### src/rtl/uart_rx_param.sv
// uart_rx_param: oversampling UART receiver with a configurable word width,
// optional odd/even parity and one or two stop bits. A received word stays in
// data with rdy high until the host acknowledges it. Framing, parity and
// overrun errors are reported alongside the word.
//
// state     | meaning
// ----------+----------------------------------------------------------
// IDLE      | line idle, waiting for rx_s to go low
// START     | half a bit into the start bit, confirm it is still low
// DATA      | sample one data bit per bit period, LSB first
// PAR       | sample the parity bit and evaluate it
// STOP      | sample the stop bit(s), commit after the last one
// WAIT_HIGH | line held low after the frame, wait for it to go idle
module uart_rx_param #(
  parameter int CLKS_PER_BIT = 16,
  parameter int DATA_BITS    = 8,
  parameter int PARITY       = 0,
  parameter int STOP_BITS    = 1
) (
  input  logic                 clk,
  input  logic                 rst,
  input  logic                 rx,
  input  logic                 rd_ack,
  output logic [DATA_BITS-1:0] data,
  output logic                 rdy,
  output logic                 frame_err,
  output logic                 parity_err,
  output logic                 overrun
);

  localparam int BW = $clog2(CLKS_PER_BIT);
  localparam int CW = $clog2(DATA_BITS + 1);
  localparam logic [BW-1:0] BIT_LAST  = BW'(CLKS_PER_BIT - 1);
  localparam logic [BW-1:0] HALF_LAST = BW'(CLKS_PER_BIT / 2 - 1);
  localparam logic [CW-1:0] DATA_LAST = CW'(DATA_BITS - 1);
  localparam logic [CW-1:0] STOP_LAST = CW'(STOP_BITS - 1);

  typedef enum logic [2:0] {IDLE, START, DATA, PAR, STOP, WAIT_HIGH} state_t;

  state_t               state;
  logic                 rx_m;
  logic                 rx_s;
  logic [BW-1:0]        baud_cnt;
  logic [CW-1:0]        bit_cnt;
  logic [DATA_BITS-1:0] shreg;
  logic                 ferr_acc;
  logic                 perr_acc;
  logic                 commit;

  // Two-flop synchroniser for the asynchronous serial line (idle high).
  always_ff @(posedge clk or posedge rst) begin
    if (rst) begin
      rx_m <= 1'b1;
      rx_s <= 1'b1;
    end else begin
      rx_m <= rx;
      rx_s <= rx_m;
    end
  end

  // Frame sequencing plus the host-facing holding register and flags.
  always_ff @(posedge clk or posedge rst) begin
    if (rst) begin
      state      <= IDLE;
      baud_cnt   <= '0;
      bit_cnt    <= '0;
      shreg      <= '0;
      ferr_acc   <= 1'b0;
      perr_acc   <= 1'b0;
      commit     <= 1'b0;
      data       <= '0;
      rdy        <= 1'b0;
      frame_err  <= 1'b0;
      parity_err <= 1'b0;
      overrun    <= 1'b0;
    end else begin
      commit <= 1'b0;

      // The ack is applied first so a same-cycle commit can reload the word.
      if (rd_ack && rdy) begin
        rdy        <= 1'b0;
        overrun    <= 1'b0;
        frame_err  <= 1'b0;
        parity_err <= 1'b0;
      end
      if (commit) begin
        if (!rdy || rd_ack) begin
          data       <= shreg;
          frame_err  <= ferr_acc;
          parity_err <= perr_acc;
          rdy        <= 1'b1;
        end else begin
          overrun <= 1'b1;
        end
      end

      case (state)
        IDLE: begin
          if (!rx_s) begin
            state    <= START;
            baud_cnt <= '0;
            bit_cnt  <= '0;
            ferr_acc <= 1'b0;
            perr_acc <= 1'b0;
          end
        end
        START: begin
          if (baud_cnt == HALF_LAST) begin
            baud_cnt <= '0;
            state    <= rx_s ? IDLE : DATA;
          end else begin
            baud_cnt <= baud_cnt + 1'b1;
          end
        end
        DATA: begin
          if (baud_cnt == BIT_LAST) begin
            baud_cnt <= '0;
            shreg    <= {rx_s, shreg[DATA_BITS-1:1]};
            if (bit_cnt == DATA_LAST) begin
              bit_cnt <= '0;
              state   <= (PARITY != 0) ? PAR : STOP;
            end else begin
              bit_cnt <= bit_cnt + 1'b1;
            end
          end else begin
            baud_cnt <= baud_cnt + 1'b1;
          end
        end
        PAR: begin
          if (baud_cnt == BIT_LAST) begin
            baud_cnt <= '0;
            // Odd parity expects an overall XOR of 1, even parity of 0.
            perr_acc <= (PARITY == 1) ? ~(^{shreg, rx_s}) : (^{shreg, rx_s});
            state    <= STOP;
          end else begin
            baud_cnt <= baud_cnt + 1'b1;
          end
        end
        STOP: begin
          if (baud_cnt == BIT_LAST) begin
            baud_cnt <= '0;
            if (!rx_s) ferr_acc <= 1'b1;
            if (bit_cnt == STOP_LAST) begin
              bit_cnt <= '0;
              commit  <= 1'b1;
              state   <= rx_s ? IDLE : WAIT_HIGH;
            end else begin
              bit_cnt <= bit_cnt + 1'b1;
            end
          end else begin
            baud_cnt <= baud_cnt + 1'b1;
          end
        end
        WAIT_HIGH: begin
          if (rx_s) state <= IDLE;
        end
        default: state <= IDLE;
      endcase
    end
  end

endmodule

### config.mk
export PLATFORM = sky130hd
export DESIGN_NAME = uart_rx_param
export DESIGN_NICKNAME = d
export VERILOG_FILES = /design/src/rtl/uart_rx_param.sv
export SDC_FILE = /design/constraint.sdc
export NUM_CORES = 1
export LEC_CHECK = 0
export ABC_AREA = 1
export CORE_MARGIN = 2
export CORE_UTILIZATION = 40
export CTS_CLUSTER_SIZE = 24
export DETAILED_ROUTE_END_ITERATION = 12
export MAX_ROUTING_LAYER = met4
export SYNTH_ARGS = -nofsm -noshare
export SYNTH_HDL_FRONTEND = slang
export SYNTH_SLANG_ARGS = --single-unit
### constraint.sdc
create_clock -name clk -period 1.6 [get_ports clk]
set_input_delay 0.48 -clock clk [delete_from_list [all_inputs] [get_ports clk]]
set_output_delay 0.48 -clock clk [all_outputs]
set_load 0.005 [all_outputs]
run_1/sizes.png
Drawn at 6 px/um.
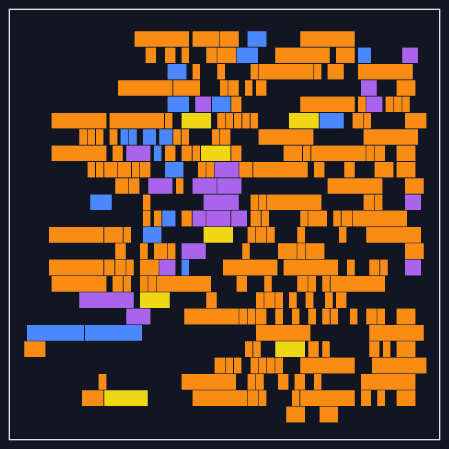
_3 and _4 cells -> purple  # cells 19, share 7.8%, most used buf_4
_6 and larger -> yellow  # cells 7, share 2.9%, most used clkbuf_8
_2 cells -> blue  # cells 19, share 7.8%, most used o21ai_2
_0 and _1 cells -> orange  # cells 198, share 81%, most used nand2_1
Buffers, non-clock: 24
summed area of non-filler cells in the final layout: 2210 um2
Layout Area Growth over Synthesis: 21.5%

run_1/congestion.png
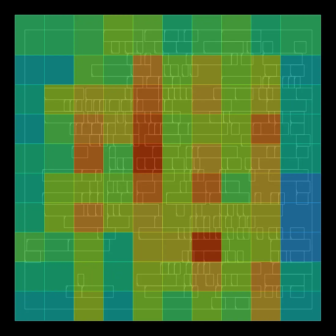
Wirelength per Cell: 11.2 um
overall routing resource usage: 0.152
GR met3 Demand/Resource: 0.0380
layer carrying the most global-route usage: met2

run_1/flops_by_reg.png
Drawn at 4 px/um. Other sequential cells in the stronger grey, the rest of the logic in the fainter grey.
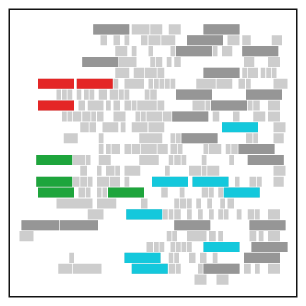
shreg -> cyan  # sequential cells 8
baud_cnt -> green  # sequential cells 4
state -> red  # sequential cells 3

run_1/layer_met2.png
Drawn at 4 px/um.
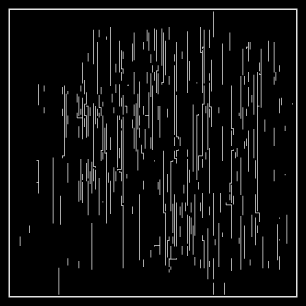
longest straight run = 34.7 um
wire length on this layer = 1520 um
routed via count: 1397
overall routed net length: 3320 um
met2 GRT Util: 0.226

==> impl_metrics.env, run 1 <==
# flow metrics
export IMPL_topCombFamilyByArea="simple AND/OR/NAND/NOR gates"
export IMPL_synth_net_count=221
export IMPL_worst_slew_pin_slew_ns=0.294
export IMPL_layout_top_cell_excl_fill_tap="sky130_fd_sc_hd__nand2_1"
export IMPL_antenna_found_initial=0
export IMPL_r2r_end="bit_cnt[0]$_DFFE_PP0P_"
export IMPL_max_clock_freq_ghz=0.655
export IMPL_clock_network_power_consumption_uw=645
export IMPL_seq_power_uw=1100
export IMPL_synthesis_instances=214
export IMPL_report_final_hold_viol_count=0
export IMPL_critical_path_arrival_ns=1.73
export IMPL_hold_path_class="reg2reg"
export IMPL_reg2reg_launch_point="baud_cnt[1]$_DFFE_PP0P_"
export IMPL_floorplan_die_height_um=71.5
export IMPL_cts_hold_buf=0
export IMPL_clock_buffers=8
export IMPL_top_signal_layer_used="met4"
export IMPL_timing_critical_path_from_type="flop"
export IMPL_die_size_x_um=71.5
export IMPL_grt_max_degree=37
export IMPL_path_delay_family="simple AND/OR/NAND/NOR gates"
export IMPL_power_frac_comb=0.309
export IMPL_longest_individual_stage_delay_on_the_worst_path_ns=0.41
export IMPL_mi_logic_area_um2=817
export IMPL_power_group_top="sequential cells"
export IMPL_placed_cells_incl_taps=282
export IMPL_netlist_top_cell_by_area="sky130_fd_sc_hd__dfrtp_1"
export IMPL_async_reset_ff_frac=1.00
export IMPL_port_buffers=15
export IMPL_netlist_area_um2=1820
export IMPL_path_common_cell="sky130_fd_sc_hd__nand2_4"
export IMPL_slowest_stage="sky130_fd_sc_hd__dfrtp_1"
export IMPL_detail_route_antenna_nets=0
export IMPL_proportion_of_cell_area_occupied_by_multi_input_gates=0.369
export IMPL_run_status="completed"
export IMPL_met3_wirelength_um=110
export IMPL_cp_num_cells=9
export IMPL_layout_clock_cell_area_share=0.0407
export IMPL_cp_required_ns=1.80
export IMPL_power_static_leakage_uw=0.00113
export IMPL_io_pins=16
export IMPL_floorplan_tapcells=52
export IMPL_worstPathBufferInverterCount=1
export IMPL_setup_viol_count_final=0
export IMPL_clk_insertion_delay_late_ns=0.28
export IMPL_largest_cells_by_area="sky130_fd_sc_hd__dfrtp_1, sky130_fd_sc_hd__nand2_1, sky130_fd_sc_hd__o21ai_0, sky130_fd_sc_hd__inv_1, sky130_fd_sc_hd__nand3_1"
export IMPL_pwr_density_cell_nw_per_um2=1140
export IMPL_syn_area_per_cell_um2=8.51
export IMPL_fraction_of_synthesized_area_in_multiplexers=0.00618
export IMPL_detail_route_vias_per_cell=4.74
export IMPL_total_number_of_warnings_across_the_stage_logs=28
export IMPL_numSynthFlops=36
export IMPL_reg_area_um2=903
export IMPL_adder_cell_area_share_of_the_yosys_netlist=0.0206
export IMPL_clock_sinks=36
export IMPL_edff_count_synth=0
export IMPL_cp_endpoint="bit_cnt[0]$_DFFE_PP0P_"
export IMPL_criticalPathCategory="reg2reg"
export IMPL_sh_seq_area=0.408
export IMPL_ctsResizeCount=12
export IMPL_drt_drc_violations_left=0
-- run 1: flip-flops by register name, summed over array words and instances (netlist names) --
signal      flops
data            8
rdy             1
shreg           8
bit_cnt         4
ferr_acc        1
baud_cnt        4
rx_s            1
commit          1
parity_err      1
overrun         1
rx_m            1
perr_acc        1
frame_err       1
state           3
-- run 1: metrics by stage --
step | utilization | setup TNS [ns] | worst slack (ns) | instance area [um2]
2_1_floorplan | - | 0 | 0.228 | 1820
3_3_place_gp | 0.469 | -0.0376 | -0.0295 | 2060
3_5_place_dp | 0.469 | -0.217 | -0.0478 | 2060
4_1_cts | 0.492 | 0 | 0.0768 | 2160
5_1_grt | 0.505 | -0.0703 | -0.0258 | 2210
6_report | 0.505 | 0 | 0.0738 | 2210
==> run 1 -> run 2 <==
Clock period 1.6 ns to 1.65 ns, I/O delays scaled along.
run_2/sizes.png
Drawn at 6 px/um.
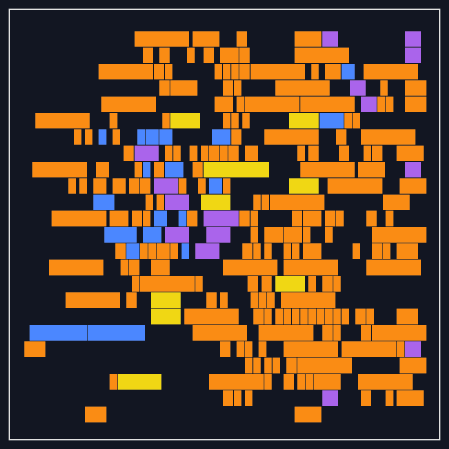
_2 cells -> blue  # cells 19, share 7.8%, most used inv_2
_6 and larger -> yellow  # cells 9, share 3.7%, most used clkbuf_8
_0 and _1 cells -> orange  # cells 200, share 82%, most used nand2_1
_3 and _4 cells -> purple  # cells 15, share 6.2%, most used buf_4

run_2/detail.png
Window x 23 to 48, y 23 to 48 um. Cells in grey, sequential cells in the stronger grey; small squares are vias.
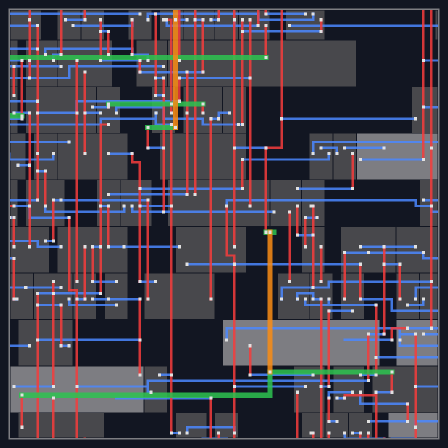
metal 4 -> orange
metal 3 -> green
metal 1 -> blue
metal 2 -> red
sequential cells in the window = 3
cells with their middle in the window = 60
most frequent = nand2_1 (14), inv_1 (8)

==> run 2 against run 1 <==
Effect of this change: final area up 1.5%; setup slack got worse by 0.040 ns; utilization grew 0.77 points; power rose by 2.6%; synthesized area unchanged; critical path type is now reg2out; combinational power decreased by 9.3%; sequential power decreased by 5%; final cell count stayed put; flip-flop count stayed put; global-route usage decreased by 0.44 points; register-to-register slack better by 0.07 ns; clock power up 29%.
==> impl_metrics.env, run 2 <==
# flow metrics
export IMPL_r2r_end="bit_cnt[1]$_DFFE_PP0P_"
export IMPL_largestRegisters="data (8), shreg (8)"
export IMPL_layout_clock_cell_area_share=0.0562
export IMPL_detail_route_vias_per_cell=4.77
export IMPL_cp_endpoint="data[4]"
export IMPL_layout_cell_area_non_filler_um2=2250
export IMPL_floorplan_tapcells=52
export IMPL_floorplan_die_height_um=71.5
export IMPL_timing_critical_path_from_type="flop"
export IMPL_clock_buffers=7
export IMPL_port_buffers=15
export IMPL_drt_drc_violations_left=0
export IMPL_setup_viol_count_final=0
export IMPL_grt_use_met3=0.0436
export IMPL_numSynthFlops=36
export IMPL_worstPathBufferInverterCount=1
export IMPL_hold_path_class="reg2reg"
export IMPL_netlist_area_um2=1820
export IMPL_power_group_top="sequential cells"
export IMPL_grt_busiest_layer="met2"
export IMPL_longest_individual_stage_delay_on_the_worst_path_ns=0.49
export IMPL_clock_network_power_consumption_uw=832
export IMPL_sh_seq_area=0.402
export IMPL_io_pins=16
export IMPL_clk_insertion_delay_late_ns=0.28
export IMPL_proportion_of_cell_area_occupied_by_multi_input_gates=0.347
export IMPL_buffers=24
export IMPL_grt_max_degree=37
export IMPL_run_status="completed"
export IMPL_slowest_stage="sky130_fd_sc_hd__clkdlybuf4s50_1"
export IMPL_async_reset_ff_frac=1.00
export IMPL_worst_slew_pin_slew_ns=0.253
export IMPL_num_vias=1408
export IMPL_areaGrowthSynthToFinish_pct=23.4
export IMPL_adder_cell_area_share_of_the_yosys_netlist=0.0206
export IMPL_final_setup_worst_slack_ns=0.0341
export IMPL_critical_path_arrival_ns=1.12
export IMPL_fraction_of_synthesized_area_in_multiplexers=0.00618
export IMPL_wl_per_cell_um=11.2
export IMPL_synthesis_instances=214
run_2/layer_met2.png
Drawn at 4 px/um.
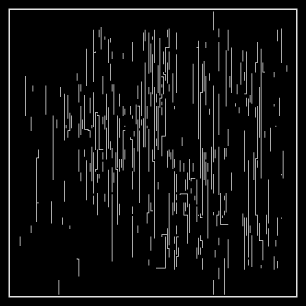
share of all routed wire = 46%
main direction = vertical
wire length on this layer = 1530 um
longest straight run = 32.3 um

[run 2: cell count changes in the layout (fill, tap and decap cells not counted), moves of 2 or more]
cell,previous run,this run
sky130_fd_sc_hd__clkdlybuf4s50_1,3,6
sky130_fd_sc_hd__nand3_2,3,1
sky130_fd_sc_hd__nand3_1,15,17
sky130_fd_sc_hd__clkbuf_1,2,0
sky130_fd_sc_hd__nand2_2,2,4
sky130_fd_sc_hd__dlygate4sd2_1,12,0
sky130_fd_sc_hd__dlymetal6s2s_1,0,9
sky130_fd_sc_hd__o21ai_0,19,21
sky130_fd_sc_hd__o21ai_2,5,3
sky130_fd_sc_hd__nand2_4,5,3
==> run 2 -> run 3 <==
Settings changed: CTS_BUF_LIST from default to sky130_fd_sc_hd__clkbuf_16.
run_3/sizes.png
Drawn at 6 px/um.
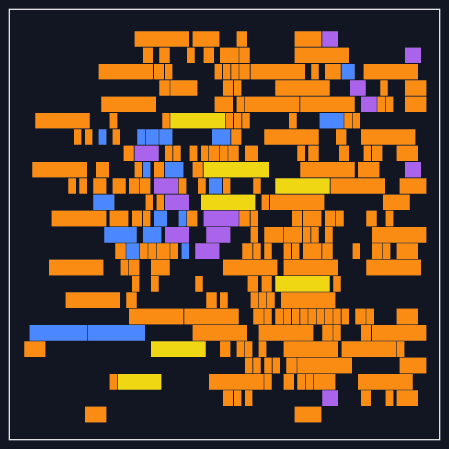
_0 and _1 cells -> orange  # cells 202, share 84%, most used nand2_1
_2 cells -> blue  # cells 19, share 7.9%, most used inv_2
_6 and larger -> yellow  # cells 7, share 2.9%, most used clkbuf_16
_3 and _4 cells -> purple  # cells 13, share 5.4%, most used buf_4
summed area of non-filler cells in the final layout: 2260 um2
Buffers, non-clock: 22
Layout Area Growth over Synthesis: 24.0%

run_3/detail.png
Window x 23 to 48, y 23 to 48 um. Cells in grey, sequential cells in the stronger grey; small squares are vias.
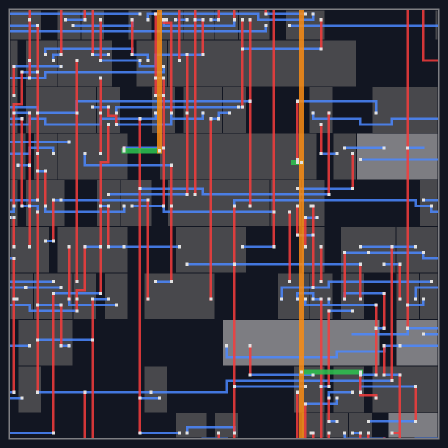
metal 3 -> green
metal 4 -> orange
metal 1 -> blue
metal 2 -> red
most frequent = nand2_1 (14), inv_1 (8)
sequential cells in the window = 2
cells with their middle in the window = 58
netlist names of flops here include = perr_acc (1), shreg (1)

==> run 3 against run 2 <==
Effect of this change: final area is 0.50% higher; critical endpoint is now data[1]; non-clock buffer count is 2 lower; synthesized area stayed put; count of clock-buffer cells in the layout is 2 lower.
==> impl_metrics.env, run 3 <==
# flow metrics
export IMPL_chip_footprint_um2=5110
export IMPL_async_reset_ff_frac=1.00
export IMPL_slowest_stage="sky130_fd_sc_hd__clkdlybuf4s50_1"
export IMPL_sh_seq_area=0.400
export IMPL_power_group_top="sequential cells"
export IMPL_hold_path_class="reg2reg"
export IMPL_critical_path_arrival_ns=1.12
export IMPL_floorplan_die_height_um=71.5
export IMPL_syn_area_per_cell_um2=8.51
export IMPL_setup_viol_count_final=0
export IMPL_largestRegisters="data (8), shreg (8)"
export IMPL_worstPathBufferInverterCount=1
export IMPL_layout_clock_cell_area_share=0.0720
export IMPL_numSynthFlops=36
export IMPL_r2r_end="state[0]$_DFFE_PP0P_"
export IMPL_synthesis_instances=214
export IMPL_final_setup_worst_slack_ns=0.0399
export IMPL_port_buffers=15
export IMPL_post_layout_nets=247
export IMPL_floorplan_tapcells=52
export IMPL_worst_ir_drop_vdd_mv=0.755
export IMPL_clock_network_power_consumption_uw=1030
export IMPL_setup_worst_path_start="data[1]$_DFFE_PP0P_"
export IMPL_clock_buffers=5
export IMPL_io_pins=16
export IMPL_power_static_leakage_uw=0.00117
export IMPL_wl_per_cell_um=11.1
export IMPL_cp_endpoint="data[1]"
export IMPL_timing_critical_path_from_type="flop"
export IMPL_first_global_vias=1301
export IMPL_yosys_cell_types_count=30
export IMPL_grt_max_degree=37
export IMPL_run_status="completed"
export IMPL_detail_route_vias_per_cell=4.72
export IMPL_rows=24
export IMPL_area_after_dpl_um2=2050
export IMPL_fillerInstances=417
export IMPL_longest_individual_stage_delay_on_the_worst_path_ns=0.50
export IMPL_mi_logic_area_um2=779
export IMPL_reg2reg_slack_ns=0.15
export IMPL_synth_cells_most_frequent="sky130_fd_sc_hd__nand2_1, sky130_fd_sc_hd__dfrtp_1, sky130_fd_sc_hd__inv_1, sky130_fd_sc_hd__o21ai_0, sky130_fd_sc_hd__nand3_1"
export IMPL_drt_drc_violations_left=0
export IMPL_proportion_of_cell_area_occupied_by_multi_input_gates=0.345
run_3/layer_met2.png
Drawn at 4 px/um.
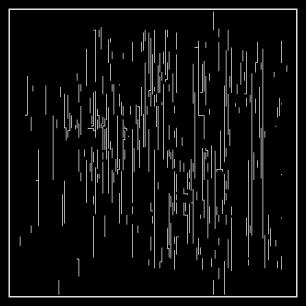
share of all routed wire = 46%
main direction = vertical
nets with wire on the layer = 190
wire length on this layer = 1510 um
overall routed net length: 3270 um
met2 GRT Util: 0.233
routed via count: 1382

==> run 3: metal layers <==
layer,part of all wire,track usage,routed length [um]
met5,0,-,0
met4,0.017,0.0566,56
met3,0.038,0.0436,124
met2,0.46,0.233,1510
met1,0.48,0.185,1580
==> run 3: repair_timing <==
item	CTS	global route
resized	0	6
buffers inserted	0	4
endpoints found under the setup margin	0	8
==> run 3: logic make-up (layout without fill, tap and decap cells) <==
group	count (synthesis)	in the layout	share of synthesized area
simple gates	99	99	0.258
flops	36	36	0.496
buf+inv	35	62	0.0776
compound gates	33	33	0.108
xor+xnor	7	7	0.0337
fa+ha+maj	3	3	0.0206
mux	1	1	0.00618
Power is estimated from default activity; no workload was simulated.
